`src/rtl/pwm_ramp_controller.sv`:
```
// pwm_ramp_controller
//   Sequences the signed duty command for one motor PWM channel. Targets come
//   in over a valid/ready handshake. They are clamped to +/-PERIOD. The applied
//   duty then slews toward the target by 'step' once per PWM period. Every
//   direction reversal gets a zero-duty dead period. A command watchdog forces
//   a ramp to zero if no target arrives in time.
//
// Ports
//   clk           system clock
//   reset         asynchronous, active-low reset
//   enable        channel enable; low forces duty to zero and returns to IDLE
//   target_duty   signed target duty in clock counts (24 bit)
//   target_valid  target_duty is valid
//   target_ready  always 1; a target is accepted whenever target_valid is 1
//   step          unsigned slew per period; 0 jumps straight to the target
//   duty          |applied| to the pwm generator (registered)
//   dir           1 when applied duty is negative (registered)
//   period_tick   one-cycle pulse at the end of each PWM period
//   wdt_expired   sticky watchdog flag, cleared by an accepted target or enable=0
//   state         current FSM state, for debug
module pwm_ramp_controller #(
   parameter int CLK_FREQ    = 32_000_000,
   parameter int PWM_FREQ    = 20_000,
   parameter int WDT_PERIODS = 2000
) (
   input  logic        clk,
   input  logic        reset,
   input  logic        enable,
   input  logic [23:0] target_duty,
   input  logic        target_valid,
   output logic        target_ready,
   input  logic [15:0] step,
   output logic [23:0] duty,
   output logic        dir,
   output logic        period_tick,
   output logic        wdt_expired,
   output logic [2:0]  state
);

   localparam int PERIOD = CLK_FREQ / PWM_FREQ;
   localparam int CW     = (PERIOD > 1) ? $clog2(PERIOD) : 1;
   localparam int WW     = $clog2(WDT_PERIODS + 1);

   localparam logic [2:0] S_IDLE    = 3'd0;
   localparam logic [2:0] S_RAMP    = 3'd1;
   localparam logic [2:0] S_HOLD    = 3'd2;
   localparam logic [2:0] S_REVERSE = 3'd3;
   localparam logic [2:0] S_TIMEOUT = 3'd4;

   localparam logic signed [24:0] PER_POS = 25'(PERIOD);
   localparam logic signed [24:0] PER_NEG = -PER_POS;

   logic [CW-1:0]      cnt;
   logic [WW-1:0]      wdt_cnt;
   logic signed [24:0] applied, target;
   logic signed [24:0] tgt_in, tgt_sat, diff, mag, step_s, cand_raw, cand, abs_app;
   logic               last_neg;   // sign of the last nonzero applied value
   logic               accept, crosses, wdt_trip, need_rev;

   assign target_ready = 1'b1;
   assign accept       = target_valid && target_ready;
   // A target accepted in the same cycle as the trip takes priority.
   assign wdt_trip     = (wdt_cnt == WW'(WDT_PERIODS)) && !accept;

   always_comb begin
      tgt_in  = {target_duty[23], target_duty};
      tgt_sat = tgt_in;
      if (tgt_in > PER_POS)      tgt_sat = PER_POS;
      else if (tgt_in < PER_NEG) tgt_sat = PER_NEG;

      diff   = target - applied;
      mag    = diff[24] ? -diff : diff;
      step_s = {9'd0, step};

      if (step == '0 || mag <= step_s) cand_raw = target;
      else if (diff[24])               cand_raw = applied - step_s;
      else                             cand_raw = applied + step_s;

      // Never pass straight through zero: stop at 0 so a dead period can follow.
      crosses = (applied != '0) && (cand_raw != '0) && (cand_raw[24] != applied[24]);
      cand    = crosses ? '0 : cand_raw;

      // At zero with a target pointing the other way: a reversal is due.
      need_rev = (target != '0) && (target[24] != last_neg);

      abs_app = applied[24] ? -applied : applied;
   end

   always_ff @(posedge clk or negedge reset) begin
      if (!reset) begin
         cnt         <= '0;
         period_tick <= 1'b0;
         applied     <= '0;
         target      <= '0;
         wdt_cnt     <= '0;
         wdt_expired <= 1'b0;
         last_neg    <= 1'b0;
         duty        <= '0;
         dir         <= 1'b0;
         state       <= S_IDLE;
      end else begin
         cnt         <= (cnt == CW'(PERIOD - 1)) ? '0 : cnt + CW'(1);
         period_tick <= (cnt == CW'(PERIOD - 1));

         // Gating with enable here gives duty=0 on the cycle right after enable falls.
         duty <= enable ? abs_app[23:0] : '0;
         dir  <= enable & last_neg;

         if (accept) target <= tgt_sat;

         if (!enable || accept)
            wdt_cnt <= '0;
         else if (period_tick && state != S_TIMEOUT && wdt_cnt != WW'(WDT_PERIODS))
            wdt_cnt <= wdt_cnt + WW'(1);

         if (!enable) begin
            state       <= S_IDLE;
            applied     <= '0;
            last_neg    <= 1'b0;
            wdt_expired <= 1'b0;
         end else begin
            if (accept) wdt_expired <= 1'b0;
            case (state)
               S_IDLE: state <= S_RAMP;

               S_RAMP: begin
                  if (wdt_trip) begin
                     state       <= S_TIMEOUT;
                     target      <= '0;
                     wdt_expired <= 1'b1;
                  end else if (period_tick) begin
                     if (applied == '0 && need_rev) begin
                        state <= S_REVERSE;
                     end else begin
                        applied <= cand;
                        if (cand != '0) last_neg <= cand[24];
                        if (cand == '0 && need_rev)
                           state <= S_REVERSE;
                        else if (cand == target && !(accept && tgt_sat != cand))
                           state <= S_HOLD;
                     end
                  end
               end

               S_HOLD: begin
                  if (wdt_trip) begin
                     state       <= S_TIMEOUT;
                     target      <= '0;
                     wdt_expired <= 1'b1;
                  end else if (accept && tgt_sat != applied) begin
                     state <= S_RAMP;
                  end
               end

               S_REVERSE: begin
                  if (wdt_trip) begin
                     state       <= S_TIMEOUT;
                     target      <= '0;
                     wdt_expired <= 1'b1;
                  end else if (period_tick) begin
                     // Dead period done: flip direction, no duty step this tick.
                     last_neg <= target[24];
                     state    <= S_RAMP;
                  end
               end

               S_TIMEOUT: begin
                  if (period_tick) begin
                     applied <= cand;
                     if (cand != '0) last_neg <= cand[24];
                  end
                  if (accept) state <= S_RAMP;
               end

               default: state <= S_IDLE;
            endcase
         end
      end
   end

endmodule
```
`config.mk`:
```
export PLATFORM = sky130hd
export DESIGN_NAME = pwm_ramp_controller
export DESIGN_NICKNAME = d
export VERILOG_FILES = /design/src/rtl/pwm_ramp_controller.sv
export SDC_FILE = /design/constraint.sdc
export NUM_CORES = 1
export LEC_CHECK = 0
export CORE_AREA = 2 2 150 189
export DETAILED_ROUTE_END_ITERATION = 12
export DIE_AREA = 0 0 152 191
export HOLD_SLACK_MARGIN = 0.03
export SLEW_MARGIN = 30
export SYNTH_ARGS = -nofsm -noshare
export SYNTH_HDL_FRONTEND = slang
export SYNTH_SLANG_ARGS = --single-unit
```
`constraint.sdc`:
```
create_clock -name clk -period 10.4 [get_ports clk]
set_input_delay 1.04 -clock clk [delete_from_list [all_inputs] [get_ports clk]]
set_output_delay 1.04 -clock clk [all_outputs]
set_load 0.05 [all_outputs]
```
### Pin map

Pins as bars across the die edge, other pins in gray.
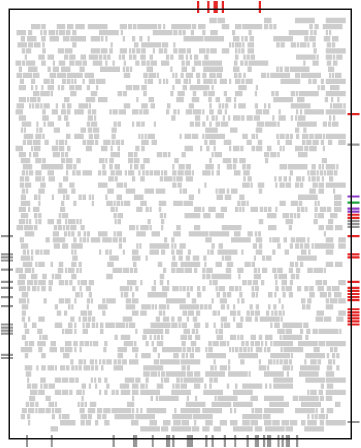
wdt_expired -> green  # pins 1, direction output, edge right
state -> purple  # pins 3, direction output, edge right
target_duty -> red  # pins 24, direction input, edge 18 right, 6 top
all pins by edge = 27 bottom, 27 right, 15 left, 6 top

==> ci_impl_report.md <==
## Synthesis and layout report

| Metric | Value |
|---|---|
| Async SR Flop Fraction | `1.000` |
| Switching portion of total power | `0.5870` |
| Worst Setup Slack, final | `1.317 ns` |
| Levels on crit path | `29` |
| Clock network share of area | `0.02185` |
| Via count | `~13,000` |
| Met3 WL post-DR | `4.001 mm` |
| Tool warnings | `27` |
| Placer Congestion | `slightly above 1` |
| Floorplan core area | `between 20,000 and 30,000 µm²` |
| Setup TNS Final | `0 ns` |
| H-Tree Depth | `3` |
| WHS Path Cells | `1` |
| Hold Path Class | `reg -> reg` |
| Internal power | `between 2000 and 2500 µW` |
| Outcome | `finished clean` |
| Crit. End Element | `flip-flop` |
| Std cell rows | `roughly 70` |
| Met2 wire length | `25.49 mm` |
| Worst setup path start | `applied[2]` |
| Met3 Resource Use GR | `0.05600` |
| Total sequential power | `around 570 µW` |
| Met2 Usage GRT | `0.6150` |
| Placed Instances | `a little under 2,000` |
| Area growth, synth to finish | `10.85%` |
| Sw power | `roughly 2900 µW` |
| CTS resizes | `0` |
| Synthesis area per yosys | `roughly 12,000 µm²` |
| Design area | `between 10,000 and 15,000 µm²` |
| Max Cap Viol | `0` |
| Total Routing Usage GR | `0.3688` |
| Crit-path leading delay family | `AND-OR/OR-AND gates` |
| Mi-comb count | `around 1,400` |
| Number of global-route vias before repair | `12,710` |
| Comb pwr | `3960 µW` |
| Worst path required time | `roughly 11 ns` |
### Clock wires, drivers and flops

Bar = 50 µm.
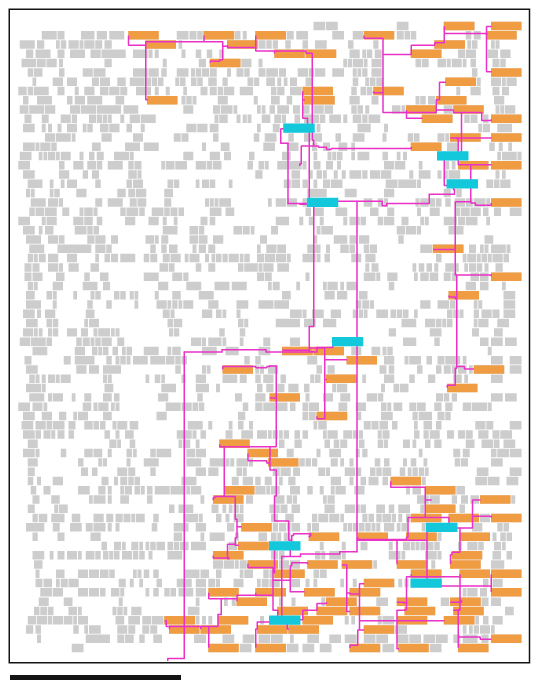
clock-net drivers -> cyan  # count 9
flip-flops -> orange  # count 103
clock wires -> magenta  # length 1,610 µm
routed clock nets = 10

Power figures rest on the tool's default switching activity, not on a simulated workload.
